Fig. 1: run 1, M2 wires
Scale: 1.5 px per um.
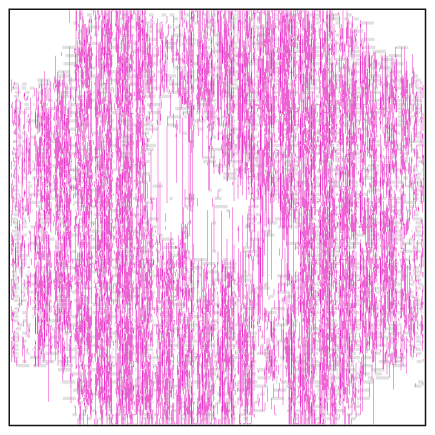
Fig. 2: run 1, cell outlines without signal wires
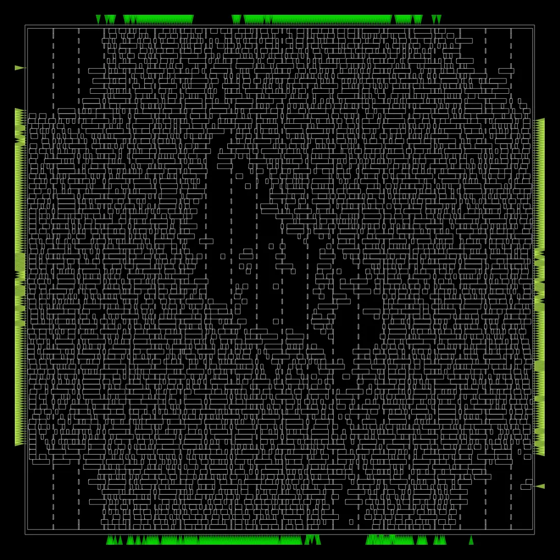
Fig. 3: run 1, close-up of the layout
Region (118, 118) to (158, 158) um. Cells in grey, sequential cells in the stronger grey; small squares are vias.
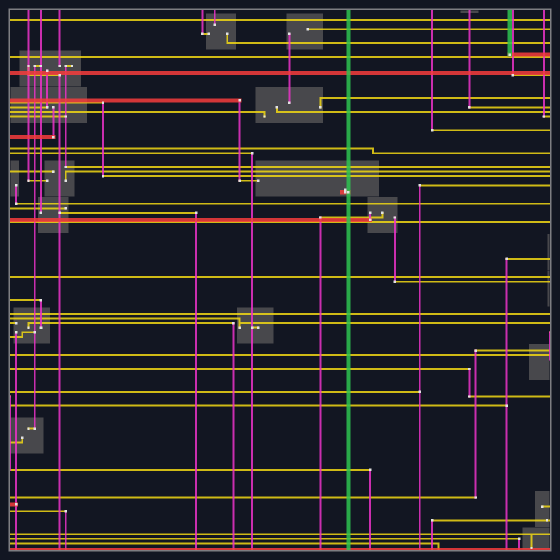
==> config.mk <==
export PLATFORM = sky130hd
export DESIGN_NAME = matrix_result_streamer
export DESIGN_NICKNAME = d
export VERILOG_FILES = /design/src/rtl/matrix_pkg.sv /design/src/rtl/matrix_index_counter.sv /design/src/rtl/matrix_result_streamer.sv
export SDC_FILE = /design/constraint.sdc
export NUM_CORES = 1
export LEC_CHECK = 0
export CELL_PAD_IN_SITES_DETAIL_PLACEMENT = 2
export CELL_PAD_IN_SITES_GLOBAL_PLACEMENT = 2
export CORE_UTILIZATION = 32
export CTS_CLUSTER_SIZE = 8
export DETAILED_ROUTE_END_ITERATION = 10
export HOLD_SLACK_MARGIN = 0.03
export PLACE_DENSITY = 0.94
export SYNTH_ARGS = -nofsm -noshare
export SYNTH_HDL_FRONTEND = slang
export SYNTH_SLANG_ARGS = --single-unit
export TNS_END_PERCENT = 1
==> constraint.sdc <==
create_clock -name clk -period 2.6 [get_ports clk]
set_input_delay 0.26 -clock clk [delete_from_list [all_inputs] [get_ports clk]]
set_output_delay 0.26 -clock clk [all_outputs]
set_load 0.02 [all_outputs]
==> results.py, run 1 <==
# Flow results
metrics = {
    "cells_and_area": {
        "fill_cells": 7832,
        "mi_logic_area_mm2": 0.0107,
        "flop_area_mm2": 0.0131,
        "area_growth_pct": 43.6,
        "largest_class": "sequential cells",
        "largest_reg_flops": 512,
    },
    "outcome": {
        "violations": "negative setup slack",
        "run_status": "finished with violations",
    },
    "sta": {
        "clock_skew_ps": 22.6,
        "finalWorstSetupSlack_ps": -471,
        "hold_violations": 0,
        "setup_viol": 32,
        "relSlewSlack_pct": 51.6,
        "fin_hold_ws_ps": 171,
    },
    "synth": {
        "ys_ff": 523,
        "yosysTopAreaCell": "dfrtp_1",
        "syn_nets": 3268,
        "syn_avg_cell_area_um2": 8.78,
        "top_area_share_pct": 54.3,
    },
    "routing": {
        "first_pass_iters": 7,
        "highest_layer": "met5",
        "met3_length_um": 8190,
        "ant_nets": 0,
    },
    "place": {
        "dp_slack_ps": -401,
        "gp_congestion": 0.863,
    },
    "min_path": {
        "worstHoldPathType": "in2reg",
    },
    "worst_setup_path": {
        "cp-end-kind": "output port",
        "worstPathRequired_ps": 2340,
    },
    "global_routing": {
        "grt_max_degree": 80,
        "grt_pass1_vias": 27302,
        "antenna_found_initial": 30,
    },
    "clock_tree": {
        "cts_tree": "done",
        "postCtsSetupBuffers": 29,
    },
    "flow_run": {
        "maxCapViolations": 0,
    },
    "floorplan": {
        "core_area_mm2": 0.0746,
    },
}
## Picture notes: Fig. 1
longest straight run = 85.7 um
main direction = vertical
M2 GR Usage: 59.2%
total number of vias: 23,841
total wire length: 134,000 um

## Picture notes: Fig. 2
Final Util: 46.4%
non-filler cells, final: 4,373
flip-flops: 523
row cnt: 100

## Picture notes: Fig. 3
red -> metal 3
yellow -> metal 1
magenta -> metal 2
green -> metal 4
cells with their middle in the window = 13
most frequent = nand2_2 (4), buf_4 (3)
sequential cells in the window = 0

==> run 1: where the power goes <==
group / internal [mW] / total [mW] / switching, mW
sequential: 12.3 / 15.8 / 3.52
clock: 5.38 / 9.33 / 3.96
combinational: 5.80 / 16.3 / 10.5
total: 23.5 / 41.5 / 18.0
==> run 1: layout by cell type, fill, tap and decap left out, types with 4 or more instances in the layout <==
master	n
buf_4	119
mux2i_1	208
clkbuf_1	6
dfrtp_1	520
o22ai_4	6
a22oi_2	44
nor2b_4	4
nand2_2	28
diode_2	29
clkdlybuf4s50_1	520
clkbuf_16	80
mux4_2	10
o21ai_1	7
o22ai_2	9
nand2_1	1571
o21ai_2	13
o22ai_1	7
a221oi_1	5
mux2i_2	24
a221oi_2	5
buf_16	4
a21oi_1	5
mux2i_4	4
a22oi_1	64
buf_6	16
buf_12	44
buf_8	4
==> run 1: cells in the mapped netlist (all sizes together) <==
master / n
inv: 4
and3b: 1
nor3b: 1
ha: 4
o21ai: 22
o22a: 1
a221oi: 10
nand3b: 2
a21o: 2
nand2: 1600
nand2b: 1
nor3: 2
or2: 1
nor2: 4
buf: 158
o22ai: 22
mux2i: 236
nand3: 3
dfrtp: 523
a22oi: 108
clkbuf: 19
nor4bb: 2
or3: 1
a21oi: 5
and3: 2
and2: 1
o211ai: 1
mux4: 10
nor2b: 2
==> run 1: cell families (layout without fill, tap and decap cells) <==
family | after synthesis | in the layout | synth area share, %
fa+ha+maj | 4 | 4 | 0.207
buf+inv | 181 | 805 | 4.31
other cells | 0 | 29 | 0
flops | 523 | 523 | 54.3
mux | 246 | 246 | 10.7
compound gates | 171 | 171 | 4.98
simple gates | 1623 | 1626 | 25.5
Fig. 4: run 1, I/O pins on the die edge
Scale: 1.5 px per um. Pins as bars across the die edge, other pins in grey.
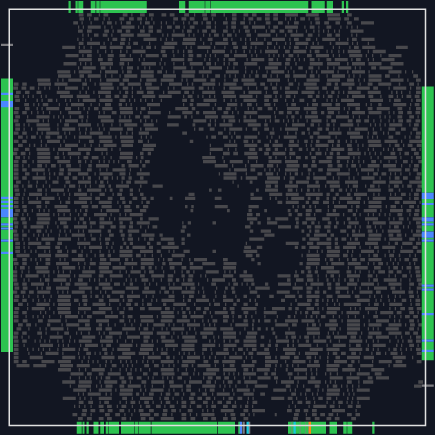

==> run 1 -> run 2 <==
SYNTH_HIERARCHICAL = 1   (was not set)
Fig. 5: run 2, I/O pins on the die edge
Scale: 1.5 px per um. Pins as bars across the die edge, other pins in grey.
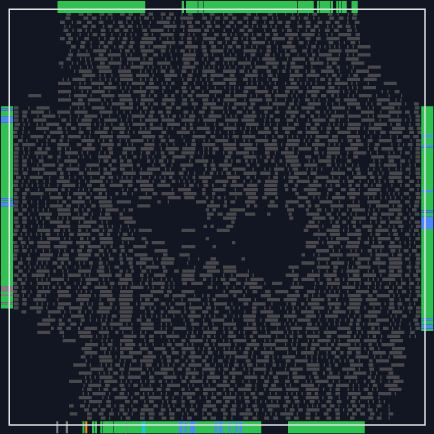
cyan -> out_col  # pins 2, direction output, edge bottom
orange -> out_valid  # pins 1, direction output, edge bottom
blue -> out_data  # pins 32, direction output, edge 13 right, 12 bottom, 7 left
green -> C  # pins 512, direction input, edge 171 top, 157 bottom, 97 right, 87 left
all pins by edge = 175 bottom, 171 top, 110 right, 99 left
Die Height: 276 um
PortBufs: 554
die outline width: 276 um

==> results.py, run 2 <==
# Flow results
metrics = {
    "floorplan": {
        "ioPinCount": 555,
        "core_area_mm2": 0.0744,
        "num_rows": 100,
    },
    "routing": {
        "ant_nets": 0,
        "drt_wl_total_um": 130000,
        "vias": 23515,
        "highest_layer": "met5",
        "first_pass_iters": 5,
        "viasPerCell": 5.42,
        "met3_length_um": 6290,
        "wl_met2_um": 64300,
    },
    "cells_and_area": {
        "largest_reg_flops": 512,
        "lay_top_cells": "1,555 x nand2_1, 520 x dfrtp_1, 520 x clkdlybuf4s50_1, 211 x mux2i_1, 103 x buf_4",
        "area_growth_pct": 42.8,
        "layout_top_cell": "nand2_1",
        "final_net_count": 3863,
    },
    "pwr": {
        "pwr_density_cell_mw_per_mm2": 1440,
        "power.total_mw": 49.4,
    },
    "worst_setup_path": {
        "crit_buf_inv": 4,
        "worstPathRequired_ps": 2340,
        "critPathMaxFanout": 31,
        "reg2reg_slack_ps": 80,
        "worstSetupPathType": "reg2out",
        "cp-end-kind": "output port",
    },
    "clock_tree": {
        "cts_inserted_buffers": 75,
        "cts_tree": "done",
        "path_clk_slew_ps": 60,
        "clkSinkCount": 523,
    },
    "synth": {
        "ys_chip_area_mm2": 0.0240,
        "top_area_share_pct": 54.4,
        "syn_nets": 3262,
        "syn_avg_cell_area_um2": 8.77,
        "edf_count": 0,
        "ys_ff": 523,
        "ys_seq_share_pct": 54.4,
        "area_leaders": "dfrtp_1 54%, nand2_1 25%, mux2i_1 9.1%",
        "synth_top_flop_cell": "dfrtp_1",
        "common_cells": "1,576 x nand2_1, 523 x dfrtp_1, 218 x mux2i_1",
        "synthArstFlopShare_pct": 100,
        "synth_top_cell_by_count": "nand2_1",
        "yosys_cells": 2742,
        "yosysTopAreaCell": "dfrtp_1",
        "netlist_instances": 2742,
    },
    "global_routing": {
        "overflow": 0,
        "antenna_found_initial": 25,
        "grt_max_degree": 105,
        "grt_pass1_vias": 27047,
    },
    "flow_run": {
        "tool_warnings": 30,
        "maxCapViolations": 0,
    },
    "sta": {
        "relSlewSlack_pct": 52.1,
        "fin_hold_ws_ps": 180,
        "hold_violations": 0,
        "clock_skew_ps": 32.4,
        "rsz0062_at_grt": "true",
        "period_minus_slack_ps": 2920,
        "drv_slew": 0,
        "finalWorstSetupSlack_ps": -318,
        "max_slew.worst_pin.slew_ps": 719,
        "setup_viol": 33,
        "setup_tns_ps": -6510,
    },
    "outcome": {
        "violations": "negative setup slack",
        "run_status": "finished with violations",
    },
    "min_path": {
        "worstHoldPathType": "in2reg",
    },
    "place": {
        "gp_congestion": 0.857,
        "dp_slack_ps": -340,
    },
}
Fig. 6: run 2, cell outlines without signal wires
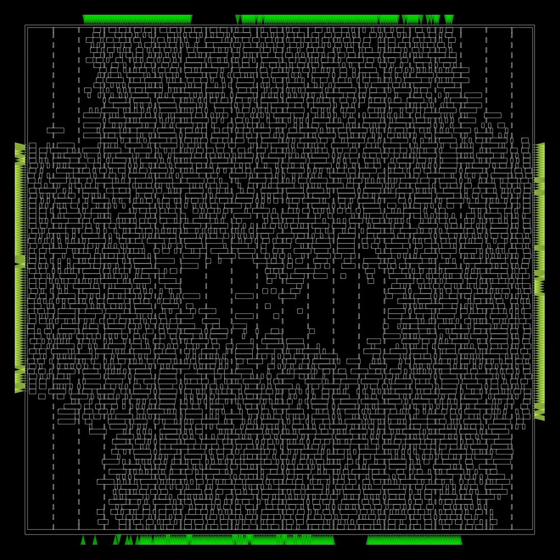
Seq area share: 38.2%
fill count: 7,826
Well-Tap Cells: 969

-- run 2: tightest hold or removal path: stages --
cell,delay (ps)
clkdlybuf4s50_1,400
nand2_1,60
nand2_1,40
-- run 2: per-stage QoR --
| stage | cell area [um^2] | util (%) | instances |
|---|---|---|---|
| 2_1_floorplan | 24000 | - | 2742 |
| 3_3_place_gp | 31400 | 42.1 | 4213 |
| 3_5_place_dp | 31400 | 42.1 | 4213 |
| 4_1_cts | 34100 | 45.8 | 4323 |
| 5_1_grt | 34300 | 46.1 | 4335 |
| 6_report | 34300 | 46.1 | 4335 |
-- run 2: cell families after synthesis --
kind of cell / share of synthesized area [%]
adder cells (fa/ha/maj): 0.208
multiplexers: 10.9
AND-OR/OR-AND: 4.45
buffers and inverters: 3.73
AND/OR/NAND/NOR: 26.2
flip-flops: 54.4
-- run 2: per-layer routing --
layer  global-route usage [%]  up-vias
met4                     23.3       18
met2                     57.2      974
li1                         -     9962
met5                        0        -
met3                     5.58      397
met1                     38.0    12164
-- run 2: power by group --
group          internal (mW)  switching, mW  total (mW)
combinational           9.34           14.9        24.3
sequential              12.4           3.58        16.0
clock                   5.27           3.84        9.11
total                   27.0           22.3        49.4
-- run 2: cell type report --
cell class,count,area [um^2]
fill,7826,40100
sequential,523,13100
multi-input combinational,2041,10700
timing repair buffer,699,7270
clock buffer,82,1960
tap,969,1210
clock inverter,5,58.8
antenna,13,32.5
inverter,3,23.8
-- run 2: timing repair --
action | CTS | global route
hold buffers | 1 | 0
endpoints found under the setup margin | 33 | 41
resized | 262 | 58
cloned | 4 | 0
hold endpoints to repair | 45 | 0
pin swaps | 31 | 28
buffers inserted | 18 | 1
No activity file was given, so power comes from the tool's default toggle rates.
